### src/rtl/nmr_seq_pkg.sv
// Shared types and constants for the CPMG pulse-train sequencer.
package nmr_seq_pkg;

   localparam int DLY_W_DEF = 32;
   localparam int CNT_W_DEF = 16;

   // XOR mask that flips a phase code by 180 degrees
   localparam logic [1:0] PH_ALT_MASK = 2'b10;

   typedef enum logic [2:0] {
      ST_IDLE,
      ST_L90,
      ST_W90,
      ST_L180,
      ST_W180,
      ST_FIN
   } state_t;

   // Phase of a 180 pulse: odd echoes are flipped when alternation is enabled
   function automatic logic [1:0] p180_phase(input logic [1:0] ph,
                                             input logic       alt_en,
                                             input logic       odd);
      return (alt_en && odd) ? (ph ^ PH_ALT_MASK) : ph;
   endfunction

endpackage

### src/rtl/nmr_rise_det.sv
// Registered rising-edge detector for the bit streamer DONE line.
module nmr_rise_det (
   input  logic i_clk,
   input  logic i_rst,
   input  logic i_din,
   output logic o_rise
);

   logic r_din_d;
   logic r_rise;

   // Remember last sample and flag a 0->1 transition one cycle later
   always_ff @(posedge i_clk) begin
      if (!i_rst) begin
         r_din_d <= 1'b0;
         r_rise  <= 1'b0;
      end else begin
         r_din_d <= i_din;
         r_rise  <= i_din & ~r_din_d;
      end
   end

   assign o_rise = r_rise;

endmodule

### src/rtl/nmr_cpmg_sequencer.sv
// CPMG train sequencer: one 90 pulse followed by N 180 pulses, each
// executed by handing delays to the bit streamer and waiting for its DONE.
module nmr_cpmg_sequencer
   import nmr_seq_pkg::*;
#(
   parameter int DLY_W = DLY_W_DEF,
   parameter int CNT_W = CNT_W_DEF
)(
   input  logic             i_clk,
   input  logic             i_rst,
   input  logic             i_start,
   input  logic             i_abort,
   input  logic [CNT_W-1:0] i_echo_n,
   input  logic [DLY_W-1:0] i_p90_idly,
   input  logic [DLY_W-1:0] i_p90_pls,
   input  logic [DLY_W-1:0] i_p90_edly,
   input  logic [DLY_W-1:0] i_p180_idly,
   input  logic [DLY_W-1:0] i_p180_pls,
   input  logic [DLY_W-1:0] i_p180_edly,
   input  logic [1:0]       i_ph90,
   input  logic [1:0]       i_ph180,
   input  logic             i_alt_en,
   output logic             o_bs_start,
   output logic [DLY_W-1:0] o_bs_idly,
   output logic [DLY_W-1:0] o_bs_pls,
   output logic [DLY_W-1:0] o_bs_edly,
   input  logic             i_bs_done,
   output logic [1:0]       o_phase,
   output logic [CNT_W-1:0] o_echo_idx,
   output logic             o_echo_tick,
   output logic             o_busy,
   output logic             o_done
);

   localparam logic [CNT_W-1:0] CNT_ONE = CNT_W'(1);

   state_t           r_state;

   // Configuration captured at train start; inputs are ignored afterwards
   logic [CNT_W-1:0] r_echo_n;
   logic [DLY_W-1:0] r_p90_idly;
   logic [DLY_W-1:0] r_p90_pls;
   logic [DLY_W-1:0] r_p90_edly;
   logic [DLY_W-1:0] r_p180_idly;
   logic [DLY_W-1:0] r_p180_pls;
   logic [DLY_W-1:0] r_p180_edly;
   logic [1:0]       r_ph90;
   logic [1:0]       r_ph180;
   logic             r_alt_en;

   logic             r_bs_start;
   logic [DLY_W-1:0] r_bs_idly;
   logic [DLY_W-1:0] r_bs_pls;
   logic [DLY_W-1:0] r_bs_edly;
   logic [1:0]       r_phase;
   logic [CNT_W-1:0] r_echo_idx;
   logic             r_echo_tick;
   logic             r_busy;
   logic             r_done;

   logic             w_done_rise;
   logic [CNT_W-1:0] w_last_idx;

   // Last echo index in CNT_W bits so ECHO_N = max never lets the index wrap
   assign w_last_idx = r_echo_n - CNT_ONE;

   nmr_rise_det u_done_det (
      .i_clk  (i_clk),
      .i_rst  (i_rst),
      .i_din  (i_bs_done),
      .o_rise (w_done_rise)
   );

   // Train FSM with registered outputs; abort outranks the DONE edge, which outranks start
   always_ff @(posedge i_clk) begin
      if (!i_rst) begin
         r_state     <= ST_IDLE;
         r_echo_n    <= '0;
         r_p90_idly  <= '0;
         r_p90_pls   <= '0;
         r_p90_edly  <= '0;
         r_p180_idly <= '0;
         r_p180_pls  <= '0;
         r_p180_edly <= '0;
         r_ph90      <= '0;
         r_ph180     <= '0;
         r_alt_en    <= 1'b0;
         r_bs_start  <= 1'b0;
         r_bs_idly   <= '0;
         r_bs_pls    <= '0;
         r_bs_edly   <= '0;
         r_phase     <= '0;
         r_echo_idx  <= '0;
         r_echo_tick <= 1'b0;
         r_busy      <= 1'b0;
         r_done      <= 1'b0;
      end else begin
         r_bs_start  <= 1'b0;
         r_echo_tick <= 1'b0;
         r_done      <= 1'b0;
         if ((r_state != ST_IDLE) && i_abort) begin
            r_state    <= ST_IDLE;
            r_busy     <= 1'b0;
            r_echo_idx <= '0;
         end else begin
            case (r_state)
               ST_IDLE: begin
                  if (i_start && !i_abort) begin
                     r_echo_n    <= i_echo_n;
                     r_p90_idly  <= i_p90_idly;
                     r_p90_pls   <= i_p90_pls;
                     r_p90_edly  <= i_p90_edly;
                     r_p180_idly <= i_p180_idly;
                     r_p180_pls  <= i_p180_pls;
                     r_p180_edly <= i_p180_edly;
                     r_ph90      <= i_ph90;
                     r_ph180     <= i_ph180;
                     r_alt_en    <= i_alt_en;
                     r_echo_idx  <= '0;
                     r_busy      <= 1'b1;
                     r_state     <= ST_L90;
                  end
               end
               ST_L90: begin
                  r_bs_idly  <= r_p90_idly;
                  r_bs_pls   <= r_p90_pls;
                  r_bs_edly  <= r_p90_edly;
                  r_phase    <= r_ph90;
                  r_bs_start <= 1'b1;
                  r_state    <= ST_W90;
               end
               ST_W90: begin
                  if (w_done_rise) begin
                     r_state <= (r_echo_n != '0) ? ST_L180 : ST_FIN;
                  end
               end
               ST_L180: begin
                  r_bs_idly  <= r_p180_idly;
                  r_bs_pls   <= r_p180_pls;
                  r_bs_edly  <= r_p180_edly;
                  r_phase    <= p180_phase(r_ph180, r_alt_en, r_echo_idx[0]);
                  r_bs_start <= 1'b1;
                  r_state    <= ST_W180;
               end
               ST_W180: begin
                  if (w_done_rise) begin
                     r_echo_tick <= 1'b1;
                     if (r_echo_idx == w_last_idx) begin
                        r_state <= ST_FIN;
                     end else begin
                        r_echo_idx <= r_echo_idx + CNT_ONE;
                        r_state    <= ST_L180;
                     end
                  end
               end
               ST_FIN: begin
                  r_done     <= 1'b1;
                  r_echo_idx <= '0;
                  r_busy     <= 1'b0;
                  r_state    <= ST_IDLE;
               end
               default: begin
                  r_busy  <= 1'b0;
                  r_state <= ST_IDLE;
               end
            endcase
         end
      end
   end

   assign o_bs_start  = r_bs_start;
   assign o_bs_idly   = r_bs_idly;
   assign o_bs_pls    = r_bs_pls;
   assign o_bs_edly   = r_bs_edly;
   assign o_phase     = r_phase;
   assign o_echo_idx  = r_echo_idx;
   assign o_echo_tick = r_echo_tick;
   assign o_busy      = r_busy;
   assign o_done      = r_done;

endmodule
### config.mk
export PLATFORM = sky130hd
export DESIGN_NAME = nmr_cpmg_sequencer
export DESIGN_NICKNAME = d
export VERILOG_FILES = /design/src/rtl/nmr_seq_pkg.sv /design/src/rtl/nmr_rise_det.sv /design/src/rtl/nmr_cpmg_sequencer.sv
export SDC_FILE = /design/constraint.sdc
export NUM_CORES = 1
export LEC_CHECK = 0
export CORE_UTILIZATION = 30
export CTS_CLUSTER_DIAMETER = 50
export CTS_CLUSTER_SIZE = 10
export DETAILED_ROUTE_END_ITERATION = 7
export GPL_TIMING_DRIVEN = 1
export PLACE_DENSITY_LB_ADDON = 0.25
export SYNTH_ARGS = -nofsm -noshare
export SYNTH_HDL_FRONTEND = slang
export SYNTH_SLANG_ARGS = --single-unit
### constraint.sdc
create_clock -name i_clk -period 4.6 [get_ports i_clk]
set_clock_uncertainty 0.05 [all_clocks]
set_input_delay 0.69 -clock i_clk [delete_from_list [all_inputs] [get_ports i_clk]]
set_output_delay 0.69 -clock i_clk [all_outputs]
set_load 0.005 [all_outputs]
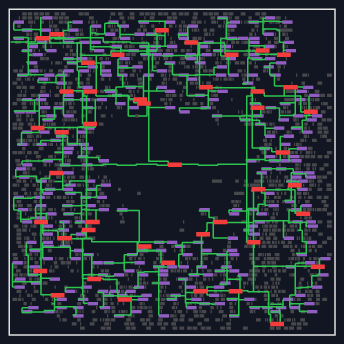
(images/clk_routes.png)
(1.5 px per um)
clock drivers: in red, count 44. clock wires: in green, length 4,890 um. flip-flops: in purple, count 336.
Position of the flops: spread over the die.
clock power share: 0.460
clock-net power: 0.00319 W
Latency at later pin: 0.55 ns

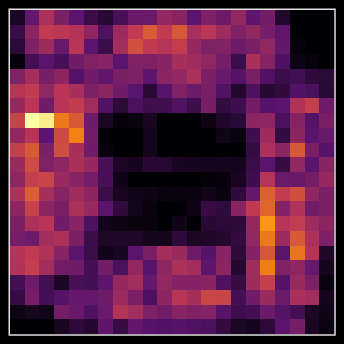
(images/metal_density.png)
(1.5 px per um) The die is cut into 22 by 22 equal tiles; black is low, pale yellow is high, scaled to the fullest tile. Values are wire area over tile area, all layers added.
9.1% of the tiles are over half the peak. The mean over all tiles is 0.15. 9.1% of the tiles are nearly empty. The fullest tile reaches 0.55. The densest ninth of the die: west. The emptiest ninth of the die: center.
average wire per standard cell: 17.28 um
vias: 12,290
total track usage: 0.1802
drt total wl: 42.95 mm

==> results.txt <==
run results: status finished, final reports clean, number of setup buffers added after CTS 0, min-delay src u_done_det.r_din_d$_SDFF_PN0_, worst r2r dst o_echo_idx[13]$_SDFFE_PP0P_, FP Rows between 70 and 80, syn_area_per_cell between 8 and 9 um2, CP startpoint kind register, initial antenna violation count 6, Post-synth seq share 0.4892, Yosys top cell by area dfxtp_1, Slew HR 0.3841, OpenROAD warning count 38, Synth Flop Type dfxtp_1, Fillers roughly 4,600, vias in the first global route about 12,000, CTS Buffer Depth 3, CTS sink count approximately 340, Core Util at FP 0.3037, RSZ-0062 raised after global routing false, Mapped Nets 1,826, width of the die ~220 um, pin count of the biggest net entering global routing 177, slew at the pin with the worst max-slew slack 0.9238 ns, Yosys chip area between 0.01 and 0.015 mm2, YS warnings 0, Area leader share 0.4892, Synth Cell Area between 0.01 and 0.015 mm2, P&R area growth vs syn 37.09%, Final Max Tran Viols 0, GRT overflow 0, Post-synth regs 336, asr flop ratio synth 0, Leak about 6.2 nW, number of buffers created by CTS 44, H-tree levels 2, Routed Antenna Nets 0, hold endpoint u_done_det.o_rise$_SDFF_PN0_, synth unique cells 61, hold slack between 0.3 and 0.4 ns, first-pass GRT wire length about 68 mm, Worst Hold Class reg -> reg, Pwr per Cell Area around 370 mW/mm2, storage element area 0.006726 mm2, Reg2Reg Launch Point r_echo_n[4]$_SDFFE_PN0P_, Via density 4.947, Crit Path Class reg -> reg, gpl congestion around 0.85, core area around 0.045 mm2, root buf cell clkbuf_16, Tmin final 3.023 ns, share of cells above drive strength 1 0.05523, DRC errors left 0, Top cells by area dfxtp_1, a21boi_0, nand2_1, cycle use final 0.6572
[synth_stat cells (5+ instances only)]
library cell	number
xnor2_1	12
a21oi_1	14
nand4_1	8
xor2_1	9
nor2b_1	6
o21ai_0	8
o221ai_1	97
or3_1	9
nand3_1	7
dfxtp_1	336
nor2_1	24
a21boi_0	310
a21oi_2	7
inv_1	6
or4_1	7
buf_1	5
nor3_1	8
o21ai_2	8
nand2_1	536
clkbuf_1	128
o31ai_1	5
[through the flow]
stage	cells	area (um2)	util	setup WS, ns
floorplan	1606	13750	-	1.928
global placement	2416	17520	0.3869	1.450
detailed placement	2416	17520	0.3869	1.413
CTS	2483	18850	0.4162	1.581
global route	2484	18850	0.4162	1.364
finish	2485	18850	0.4163	1.577
[routing by layer]
layer / vias up / global-route usage / part of all wire
li1: 6038 / - / -
met1: 5878 / 0.2261 / 0.44
met2: 322 / 0.2978 / 0.47
met3: 51 / 0.05319 / 0.072
met4: 4 / 0.05211 / 0.016
met5: - / 0 / 0.00063
[power breakdown]
group,switching (W),total (W),internal (W)
clock,0.00127,0.00319,0.00192
sequential,0.0000687,0.00309,0.00302
combinational,0.000329,0.000653,0.000323
[logic make-up (layout without fill, tap and decap cells)]
logic type | after synthesis | count (layout) | synth area share
other | 0 | 2 | 0
adders and majority gates | 2 | 2 | 0.001820
DFF | 336 | 336 | 0.4892
and+or+nand+nor | 628 | 628 | 0.1866
muxes | 1 | 1 | 0.0007280
buffers and inverters | 144 | 421 | 0.04140
xor gates and xnor gates | 21 | 21 | 0.01338
AOI/OAI and AO/OA | 474 | 474 | 0.2669
[how the worst max path moves through the flow]
stage                                        endpoint  slack (ns)  cells past startpoint                startpoint
after floorplan           o_echo_idx[10]$_SDFFE_PP0P_        1.93                     11  r_echo_n[0]$_SDFFE_PN0P_
after global placement     o_echo_idx[2]$_SDFFE_PP0P_        1.45                      6                   i_abort
after detailed placement   o_echo_idx[2]$_SDFFE_PP0P_        1.41                      6                   i_abort
after CTS                 o_echo_idx[15]$_SDFFE_PP0P_        1.58                     11  r_echo_n[0]$_SDFFE_PN0P_
after global routing      o_echo_idx[15]$_SDFFE_PP0P_        1.36                     11  r_echo_n[0]$_SDFFE_PN0P_
final                     o_echo_idx[13]$_SDFFE_PP0P_        1.58                      9  r_echo_n[4]$_SDFFE_PN0P_
[worst max-delay path, cell delays in order (launching register included)]
cell and delay, ns:
dfxtp_1 0.35, nor3_1 0.60, nand3_2 0.23, or4_1 0.56, a311oi_2 0.27, nand3_2 0.14
o21ai_2 0.15, buf_4 0.31, nor3_1 0.09, o21a_1 0.17
[area by class of cell]
cell class / instances / share of cell area
flip-flops and latches: 336 / 0.3568
multi-input cells: 1126 / 0.3439
repair buffers: 347 / 0.1874
clock buffers: 58 / 0.06551
well taps: 600 / 0.03982
clock inverters: 9 / 0.004779
inverters: 7 / 0.001527
diodes: 2 / 0.0002655
[layout by cell type (no fill, tap or decap), drive strengths merged, types with 11 or more instances in the layout]
cell type and count:
a21oi 21, buf 13, o21ai 16, clkbuf 58, clkdlybuf4s50 334, inv 11, nand2 536, nor2 24
dfxtp 336, xnor2 12, a21boi 310, o221ai 97
No activity file was given, so power comes from the tool's default toggle rates.
